File: config.mk
export PLATFORM = sky130hd
export DESIGN_NAME = riscv_run_controller
export DESIGN_NICKNAME = d
export VERILOG_FILES = /design/src/rtl/riscv_run_controller.sv
export SDC_FILE = /design/constraint.sdc
export NUM_CORES = 1
export LEC_CHECK = 0
export CAP_MARGIN = 25
export CORE_ASPECT_RATIO = 0.7
export CORE_MARGIN = 2
export CORE_UTILIZATION = 53
export CTS_CLUSTER_DIAMETER = 40
export DETAILED_ROUTE_END_ITERATION = 6
export GPL_ROUTABILITY_DRIVEN = 0
export PLACE_DENSITY = 0.83
export REMOVE_ABC_BUFFERS = 1
export SLEW_MARGIN = 25
export SYNTH_ARGS = -nofsm -noshare
export SYNTH_HDL_FRONTEND = slang
export SYNTH_SLANG_ARGS = --single-unit
File: constraint.sdc
create_clock -name clk -period 4.4 [get_ports clk]
set_clock_uncertainty 0.05 [all_clocks]
set_input_delay 0.88 -clock clk [delete_from_list [all_inputs] [get_ports clk]]
set_output_delay 0.88 -clock clk [all_outputs]
set_load 0.03 [all_outputs]
File: src/rtl/riscv_run_controller.sv
// Run controller around the RISC-V core: drives core reset, counts cycles,
// watches the signature output and latches sticky pass/fail/stall/timeout.
module riscv_run_controller #(
    parameter int                DATA_W        = 32,
    parameter int                CNT_W         = 16,
    parameter int                RESET_CYCLES  = 1,
    parameter int                MAX_CYCLES    = 500,
    parameter int                STABLE_CYCLES = 16,
    parameter logic [DATA_W-1:0] PASS_VALUE    = DATA_W'(32'h0000_0001),
    parameter logic [DATA_W-1:0] FAIL_VALUE    = {DATA_W{1'b1}}
) (
    input  logic              clk,
    input  logic              reset,
    input  logic              restart,
    input  logic [DATA_W-1:0] out,
    output logic              core_reset,
    output logic              running,
    output logic              done,
    output logic              pass,
    output logic              fail,
    output logic              stall,
    output logic              timeout,
    output logic [CNT_W-1:0]  cycle_count,
    output logic [DATA_W-1:0] last_out
);

    localparam int HOLD_W = (RESET_CYCLES > 1) ? $clog2(RESET_CYCLES) : 1;
    localparam logic [HOLD_W-1:0] HOLD_LAST = HOLD_W'(RESET_CYCLES - 1);
    localparam logic [CNT_W-1:0]  CYC_LAST  = CNT_W'(MAX_CYCLES - 1);
    localparam bit                STALL_EN  = (STABLE_CYCLES != 0);
    localparam logic [CNT_W-1:0]  STB_LAST  =
        STALL_EN ? CNT_W'(STABLE_CYCLES - 1) : '0;

    typedef enum logic [1:0] {
        HOLD,
        RUN,
        DONE
    } state_t;

    state_t            state;
    logic [HOLD_W-1:0] hold_cnt;
    logic [CNT_W-1:0]  stable_cnt;
    logic [DATA_W-1:0] prev_out;
    logic              prev_valid;

    logic same;
    logic is_pass;
    logic is_fail;
    logic is_stall;
    logic is_time;
    logic term;

    assign same     = prev_valid && (out == prev_out);
    assign is_pass  = (out == PASS_VALUE);
    assign is_fail  = (out == FAIL_VALUE);
    assign is_stall = STALL_EN && same && (stable_cnt == STB_LAST);
    assign is_time  = (cycle_count == CYC_LAST);
    assign term     = is_pass || is_fail || is_stall || is_time;

    always_ff @(posedge clk or posedge reset) begin
        if (reset) begin
            state       <= HOLD;
            hold_cnt    <= '0;
            core_reset  <= 1'b1;
            running     <= 1'b0;
            done        <= 1'b0;
            pass        <= 1'b0;
            fail        <= 1'b0;
            stall       <= 1'b0;
            timeout     <= 1'b0;
            cycle_count <= '0;
            last_out    <= '0;
            stable_cnt  <= '0;
            prev_out    <= '0;
            prev_valid  <= 1'b0;
        end else if (restart) begin
            // restart wins over any termination seen this cycle
            state       <= HOLD;
            hold_cnt    <= '0;
            core_reset  <= 1'b1;
            running     <= 1'b0;
            done        <= 1'b0;
            pass        <= 1'b0;
            fail        <= 1'b0;
            stall       <= 1'b0;
            timeout     <= 1'b0;
            cycle_count <= '0;
            stable_cnt  <= '0;
            prev_valid  <= 1'b0;
        end else begin
            unique case (state)
                HOLD: begin
                    hold_cnt <= hold_cnt + 1'b1;
                    if (hold_cnt == HOLD_LAST) begin
                        state       <= RUN;
                        core_reset  <= 1'b0;
                        running     <= 1'b1;
                        cycle_count <= '0;
                        stable_cnt  <= '0;
                        prev_valid  <= 1'b0;
                    end
                end
                RUN: begin
                    cycle_count <= cycle_count + 1'b1;
                    prev_out    <= out;
                    prev_valid  <= 1'b1;
                    stable_cnt  <= same ? stable_cnt + 1'b1 : '0;
                    if (term) begin
                        state    <= DONE;
                        running  <= 1'b0;
                        done     <= 1'b1;
                        last_out <= out;
                        pass     <= is_pass;
                        fail     <= !is_pass && is_fail;
                        stall    <= !is_pass && !is_fail && is_stall;
                        timeout  <= !is_pass && !is_fail && !is_stall;
                    end
                end
                DONE: begin
                    core_reset <= 1'b0;
                end
                default: begin
                    state <= HOLD;
                end
            endcase
        end
    end

endmodule
==> flow_metrics.rpt, run 1 <==
PHYSICAL IMPLEMENTATION REPORT
----------------------------------------------------
[Status]
  Run status ........................ completed

[Placement]
  Total half-perimeter wirelength after legalization and detailed placement ........................ 8.89 mm
  Dpl ws ........................ 0.669 ns
  Placed standard-cell area ........................ between 0.006 and 0.007 mm²

[CTS]
  Clock transition at the registers of the reported paths ........................ about 0.070 ns
  Clock tree from TritonCTS ........................ built
  Buffer cell driving the clock tree root ........................ sky130_fd_sc_hd__clkbuf_16
  H-tree levels ........................ 3
  Quantity of hold-fixing buffers added after cts ........................ 0
  Number of buffers on the longest clock path ........................ 2
  Clock buffers created by TritonCTS ........................ 9

[Timing]
  Relative slew slack ........................ about two fifths
  Clock period minus worst slack ........................ 3.42 ns
  Count of final hold-check violations ........................ 0
  Final count of negative-setup-slack endpoints ........................ 0
  Actual transition at the worst max-transition pin ........................ 0.898 ns
  Setup ws final ........................ 0.984 ns
  Fin Setup TNS ........................ 0 ns
  Slew Viols, Final ........................ 0

[Floorplan]
  I/O pin cnt ........................ approximately 90
  Tap cells ........................ 128
  Chip area ........................ 0.0108 mm²

[Cells and area]
  Multi-input combinational cell area ........................ 0.00248 mm²
  Leading registers by flop count ........................ last_out (32), prev_out (32)
  Most frequent cells in the layout ........................ sky130_fd_sc_hd__nand2_1, sky130_fd_sc_hd__dfrtp_1, sky130_fd_sc_hd__clkdlybuf4s50_1, sky130_fd_sc_hd__xor2_1, sky130_fd_sc_hd__mux2_4
  Logic inverters ........................ 10
  Non-Clock Buffer Count ........................ 96
  Combinational gates ........................ 377
  Clk cell area share ........................ 4.45%
  Area added between synthesis and finish ........................ 25.0%
  Sequential fraction of total cell area ........................ 40.6%
  FFs & Latches ........................ between 100 and 150
  Final-layout non-clock buffer area share ........................ between 10% and 20%

[Power]
  Power consumed by sequential cells ........................ 1.23 mW
  Part of the power in registers ........................ 47.9%
  Combinational gate power ........................ between 0.5 and 0.6 mW
  Pwr/cell area ........................ 389 mW/mm²
  Leak ........................ between 3 and 4 nW
  Internal Power ........................ 1.77 mW
  Combinational Power Share ........................ about a fifth
  Power dissipated by switching net loads ........................ 0.799 mW

[Route]
  Average wire per cell in the routed design ........................ ~17 µm
  # DRC ........................ 0
  First drt pass iteration count ........................ 5
  Number of design-rule violations left by the first detailed-router iteration ........................ roughly 400
  Met2 routed wirelength ........................ 5.83 mm
  Vias per Instance ........................ 5.77
  Routed metal-1 wire length ........................ between 5 and 6 mm
  Highest Signal Layer ........................ met4
  Total routed wirelength ........................ 12.8 mm
  Met3 WL ........................ a little over 1 mm
  Total vias in the final route ........................ 4233

[Worst setup path]
  Setup slack of the worst register-to-register path ........................ ~1.5 ns
  Crit path DAT ........................ 3.60 ns
  Launch point of the critical path ........................ out[30]
  Worst path top cell family by delay ........................ simple AND/OR/NAND/NOR gates
  CP Cell Sequence ........................ clkdlybuf4s50_1 -> nand4_1 -> nor4_1 -> nand2_1 -> and3b_1 -> a2bb2oi_4 -> buf_4 -> mux2_4
  Required time of the worst setup path ........................ roughly 4.6 ns
  Critical path launch point type ........................ input pin
  Worst reg2reg path depth ........................ 8
  Worst stage delay on the critical path ........................ 0.60 ns
  Total number of cells along the worst setup path ........................ 8
  Endpoint of the most critical register-to-register path ........................ last_out[15]$_DFFE_PP0P_
  Critical Path End ........................ last_out[15]$_DFFE_PP0P_
  CP max-delay cell ........................ sky130_fd_sc_hd__clkdlybuf4s50_1
  Kind of critical path ........................ in -> reg

[Yosys]
  Number of flops mapped to enable cells by yosys ........................ 0
  Xor/xnor share of the synthesized area ........................ under 10%
  Synth Cell Area ........................ 0.00528 mm²
  Top cell type's share of synthesized area ........................ 50.2%
  Synth Instances ........................ 513
  Count of distinct cell types in the synthesized netlist ........................ a little under 50
  Top cells by count, synth ........................ sky130_fd_sc_hd__nand2_1, sky130_fd_sc_hd__dfrtp_1, sky130_fd_sc_hd__xor2_1
  Proportion of synthesized flip-flops having asynchronous set or reset ........................ 100%
  Sequential area share after synthesis ........................ approximately half
  Most instantiated flip-flop cell in the synthesis netlist ........................ sky130_fd_sc_hd__dfrtp_1
  Compound Share, Synth ........................ 5.85%
  Register bit count reported by yosys ........................ 107
  Synthesized-area fraction occupied by adder cells ........................ 0.474%

[Global routing]
  Layer with the highest usage after global routing ........................ met2
  Global routing met1 resource utilization ........................ a little under two fifths
  Antenna violations before repair ........................ 0
  Met3 track demand over resource in global routing ........................ 5.99%
  Overall track demand over capacity in global routing ........................ 25.3%
  Via count of the first global-routing pass ........................ 4139

[Min path]
  Hold Path Origin ........................ core_reset$_DFFE_PP1P_
  Hold EP ........................ core_reset$_DFFE_PP1P_

[Flow run]
  Log Warnings ........................ 25
  # Max-Cap Violations ........................ 0

----------------------------------------------------
### Placed cells, one colour a class, run 1

(2 px per µm)
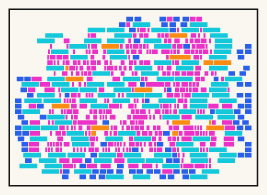
Key: blue = other buffers and delay cells [cells 96]; magenta = all other logic [cells 387]; cyan = flip-flops [cells 107]; orange = clock drivers and dummy loads [cells 15]
site row count: 30
final cell area excluding filler cells: 0.00660 mm²

### Clock nets, run 1

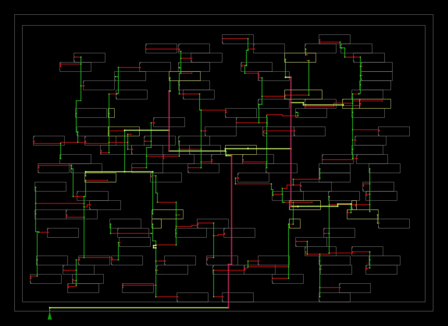
CTS sink cnt: 107
count of clock-net buffers in the final layout: 11
Insertion Delay late pin: 0.35 ns
power of the clock network: 0.812 mW

### I/O pins on the die edge, run 1

(3 px per µm) Pins as bars across the die edge, other pins in grey.
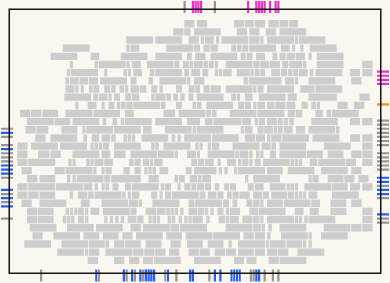
Key: magenta = cycle_count [pins 16, direction output, edge 12 north, 4 east]; blue = out [pins 32, direction input, edge 19 south, 8 west, 5 east]; orange = core_reset [pins 1, direction output, edge east]
All pins by edge: 32 south, 26 east, 18 west, 14 north.
count of port buffers added during placement: 89
vertical die dimension: 87.5 µm
overall die width: 123 µm

### Cell density map, run 1

(3 px per µm) 12 x 9 tiles, from black (low) to pale yellow (high), 0 to 100% covered.
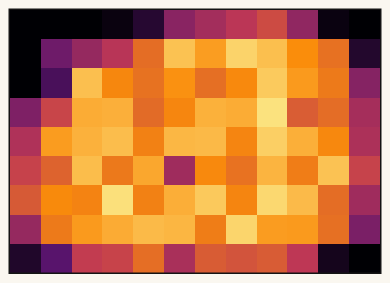
The fullest tile reaches 94%. 34% of the tiles are over 75% full. The mean over all tiles is 60%. 6.5% of the tiles are nearly empty.
post-layout util: 68.2%
core area: 0.00968 mm²
core utilization at floorplan: 54.5%

==> run 1 -> run 2 <==
--- a/config.mk
+++ b/config.mk
@@ -8,11 +8,11 @@
 export CAP_MARGIN = 25
 export CORE_ASPECT_RATIO = 0.7
 export CORE_MARGIN = 2
-export CORE_UTILIZATION = 53
+export CORE_UTILIZATION = 48
 export CTS_CLUSTER_DIAMETER = 40
 export DETAILED_ROUTE_END_ITERATION = 6
 export GPL_ROUTABILITY_DRIVEN = 0
-export PLACE_DENSITY = 0.83
+export PLACE_DENSITY = 0.79
 export REMOVE_ABC_BUFFERS = 1
 export SLEW_MARGIN = 25
 export SYNTH_ARGS = -nofsm -noshare
==> constraint.sdc (replaced) <==
create_clock -name clk -period 2.9 [get_ports clk]
set_clock_uncertainty 0.05 [all_clocks]
set_input_delay 0.58 -clock clk [delete_from_list [all_inputs] [get_ports clk]]
set_output_delay 0.58 -clock clk [all_outputs]
set_load 0.03 [all_outputs]
### I/O pins on the die edge, run 2

(3 px per µm) Pins as bars across the die edge, other pins in grey.
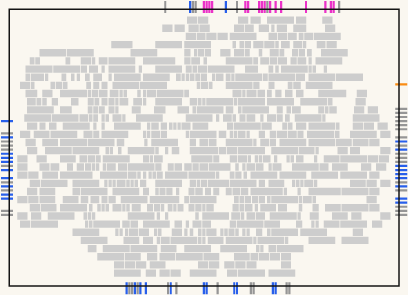
Key: blue = out [pins 32, direction input, edge 11 south, 10 west, 9 east, 2 north]; orange = core_reset [pins 1, direction output, edge east]; magenta = cycle_count [pins 16, direction output, edge north]
All pins by edge: 26 east, 24 north, 21 south, 19 west.
overall die width: 129 µm
vertical die dimension: 91.8 µm

==> flow_metrics.rpt, run 2 <==
PHYSICAL IMPLEMENTATION REPORT
----------------------------------------------------
[Cells and area]
  Clk cell area share ........................ 5.24% (+0.79 points)
  Multi-input combinational cell area ........................ 0.00248 mm² (unchanged)
  FFs & Latches ........................ 107 (unchanged)
  Count of clock-net buffers in the final layout ........................ 10 (-1)
  Final-layout non-clock buffer area share ........................ 17.4% (+3.1 points)
  Leading registers by flop count ........................ last_out (32), prev_out (32)
  Sequential fraction of total cell area ........................ 38.4% (-2.2 points)
  Combinational gates ........................ 377 (unchanged)
  Post-layout util ........................ 64.3% (-3.9 points)
  Logic inverters ........................ 10 (unchanged)
  Most frequent cells in the layout ........................ sky130_fd_sc_hd__nand2_1, sky130_fd_sc_hd__dfrtp_1, sky130_fd_sc_hd__clkdlybuf4s50_1, sky130_fd_sc_hd__xor2_1, sky130_fd_sc_hd__buf_4
  Final cell area excluding filler cells ........................ 0.00697 mm² (+5.6%)
  Area added between synthesis and finish ........................ 32.0%
  Non-Clock Buffer Count ........................ 125 (+30%)

[Global routing]
  Overall track demand over capacity in global routing ........................ 24.0% (-1.3 points)
  Global routing met1 resource utilization ........................ 34.4% (-2.8 points)
  Layer with the highest usage after global routing ........................ met2
  Met3 track demand over resource in global routing ........................ 5.31% (-0.68 points)
  Via count of the first global-routing pass ........................ 4390 (+6.1%)

[Worst setup path]
  Required time of the worst setup path ........................ 3.09 ns (-1.49 ns)
  Critical Path End ........................ last_out[30]$_DFFE_PP0P_
  Crit path DAT ........................ 2.89 ns (-0.71 ns)
  Worst stage delay on the critical path ........................ 0.56 ns (-0.04 ns)
  Launch point of the critical path ........................ out[27]
  Setup slack of the worst register-to-register path ........................ 0.36 ns (-1.14 ns)
  Endpoint of the most critical register-to-register path ........................ last_out[30]$_DFFE_PP0P_
  Total number of cells along the worst setup path ........................ 9 (+1)
  CP Cell Sequence ........................ clkdlybuf4s50_1 -> buf_4 -> nand4_1 -> nor4_1 -> nand2_1 -> and3b_1 -> a2bb2oi_4 -> buf_12 -> mux2_4
  CP max-delay cell ........................ sky130_fd_sc_hd__clkdlybuf4s50_1
  Worst reg2reg path depth ........................ 8 (unchanged)
  Worst path top cell family by delay ........................ buffers and inverters
  Critical path launch point type ........................ input pin

[Yosys]
  Top cell type's share of synthesized area ........................ 50.2% (unchanged)
  Synth Cell Area ........................ 0.00528 mm² (unchanged)
  Top cells by count, synth ........................ sky130_fd_sc_hd__nand2_1, sky130_fd_sc_hd__dfrtp_1, sky130_fd_sc_hd__xor2_1
  Synth Instances ........................ 513 (unchanged)
  Xor/xnor share of the synthesized area ........................ 7.63% (unchanged)
  Sequential area share after synthesis ........................ 50.7% (unchanged)
  Most instantiated flip-flop cell in the synthesis netlist ........................ sky130_fd_sc_hd__dfrtp_1
  Proportion of synthesized flip-flops having asynchronous set or reset ........................ 100% (unchanged)
  Number of flops mapped to enable cells by yosys ........................ 0 (unchanged)
  Count of distinct cell types in the synthesized netlist ........................ 49 (unchanged)
  Compound Share, Synth ........................ 5.85% (unchanged)

[Power]
  Part of the power in registers ........................ 44.1% (-3.8 points)
  Pwr/cell area ........................ 605 mW/mm² (+55%)
  Power consumed by sequential cells ........................ 1.86 mW (+51%)
  Combinational gate power ........................ 0.860 mW (+63%)
  Power of the clock network ........................ 1.50 mW (+85%)
  Leak ........................ 3.24 nW (+6.3%)
  Power dissipated by switching net loads ........................ 1.24 mW (+55%)
  Internal Power ........................ 2.98 mW (+68%)

[Timing]
  Final count of negative-setup-slack endpoints ........................ 0 (unchanged)
  Count of final hold-check violations ........................ 0 (unchanged)
  Setup ws final ........................ 0.197 ns (-0.786 ns)
  Fin Setup TNS ........................ 0 ns (unchanged)
  Clock period minus worst slack ........................ 2.70 ns
  Relative slew slack ........................ 66.1% (+26 points)
  Actual transition at the worst max-transition pin ........................ 0.507 ns (-0.391 ns)

[Placement]
  Placed standard-cell area ........................ 0.00661 mm² (+4.7%)
  Dpl ws ........................ -0.122 ns (-0.790 ns)
  Count of port buffers added during placement ........................ 89 (unchanged)
  Total half-perimeter wirelength after legalization and detailed placement ........................ 9.74 mm (+9.6%)

[Floorplan]
  Chip area ........................ 0.0119 mm² (+10%)
  Core area ........................ 0.0109 mm² (+12%)
  Site row count ........................ 32 (+6.7%)
  I/O pin cnt ........................ 90 (unchanged)
  Tap cells ........................ 153 (+20%)

[Route]
  Highest Signal Layer ........................ met4
  Total vias in the final route ........................ 4329 (+2.3%)
  # DRC ........................ 0 (unchanged)
  Average wire per cell in the routed design ........................ 17.1 µm (-2.3%)
  Number of design-rule violations left by the first detailed-router iteration ........................ 268 (-32%)
  Routed metal-1 wire length ........................ 6.32 mm (+8.4%)
  Vias per Instance ........................ 5.49 (-4.9%)
  Met3 WL ........................ 822 µm (-19%)

[CTS]
  Insertion Delay late pin ........................ 0.36 ns (about the same)
  Number of buffers on the longest clock path ........................ 2 (unchanged)
  Clock transition at the registers of the reported paths ........................ 0.07 ns (about the same)
  Clock buffers created by TritonCTS ........................ 9 (unchanged)
  Buffer cell driving the clock tree root ........................ sky130_fd_sc_hd__clkbuf_16

[Flow run]
  # Max-Cap Violations ........................ 0 (unchanged)

[Min path]
  Hold EP ........................ core_reset$_DFFE_PP1P_
  Hold Path Origin ........................ core_reset$_DFFE_PP1P_

[Status]
  Run status ........................ completed

----------------------------------------------------
Power and IR drop assume default switching activity.
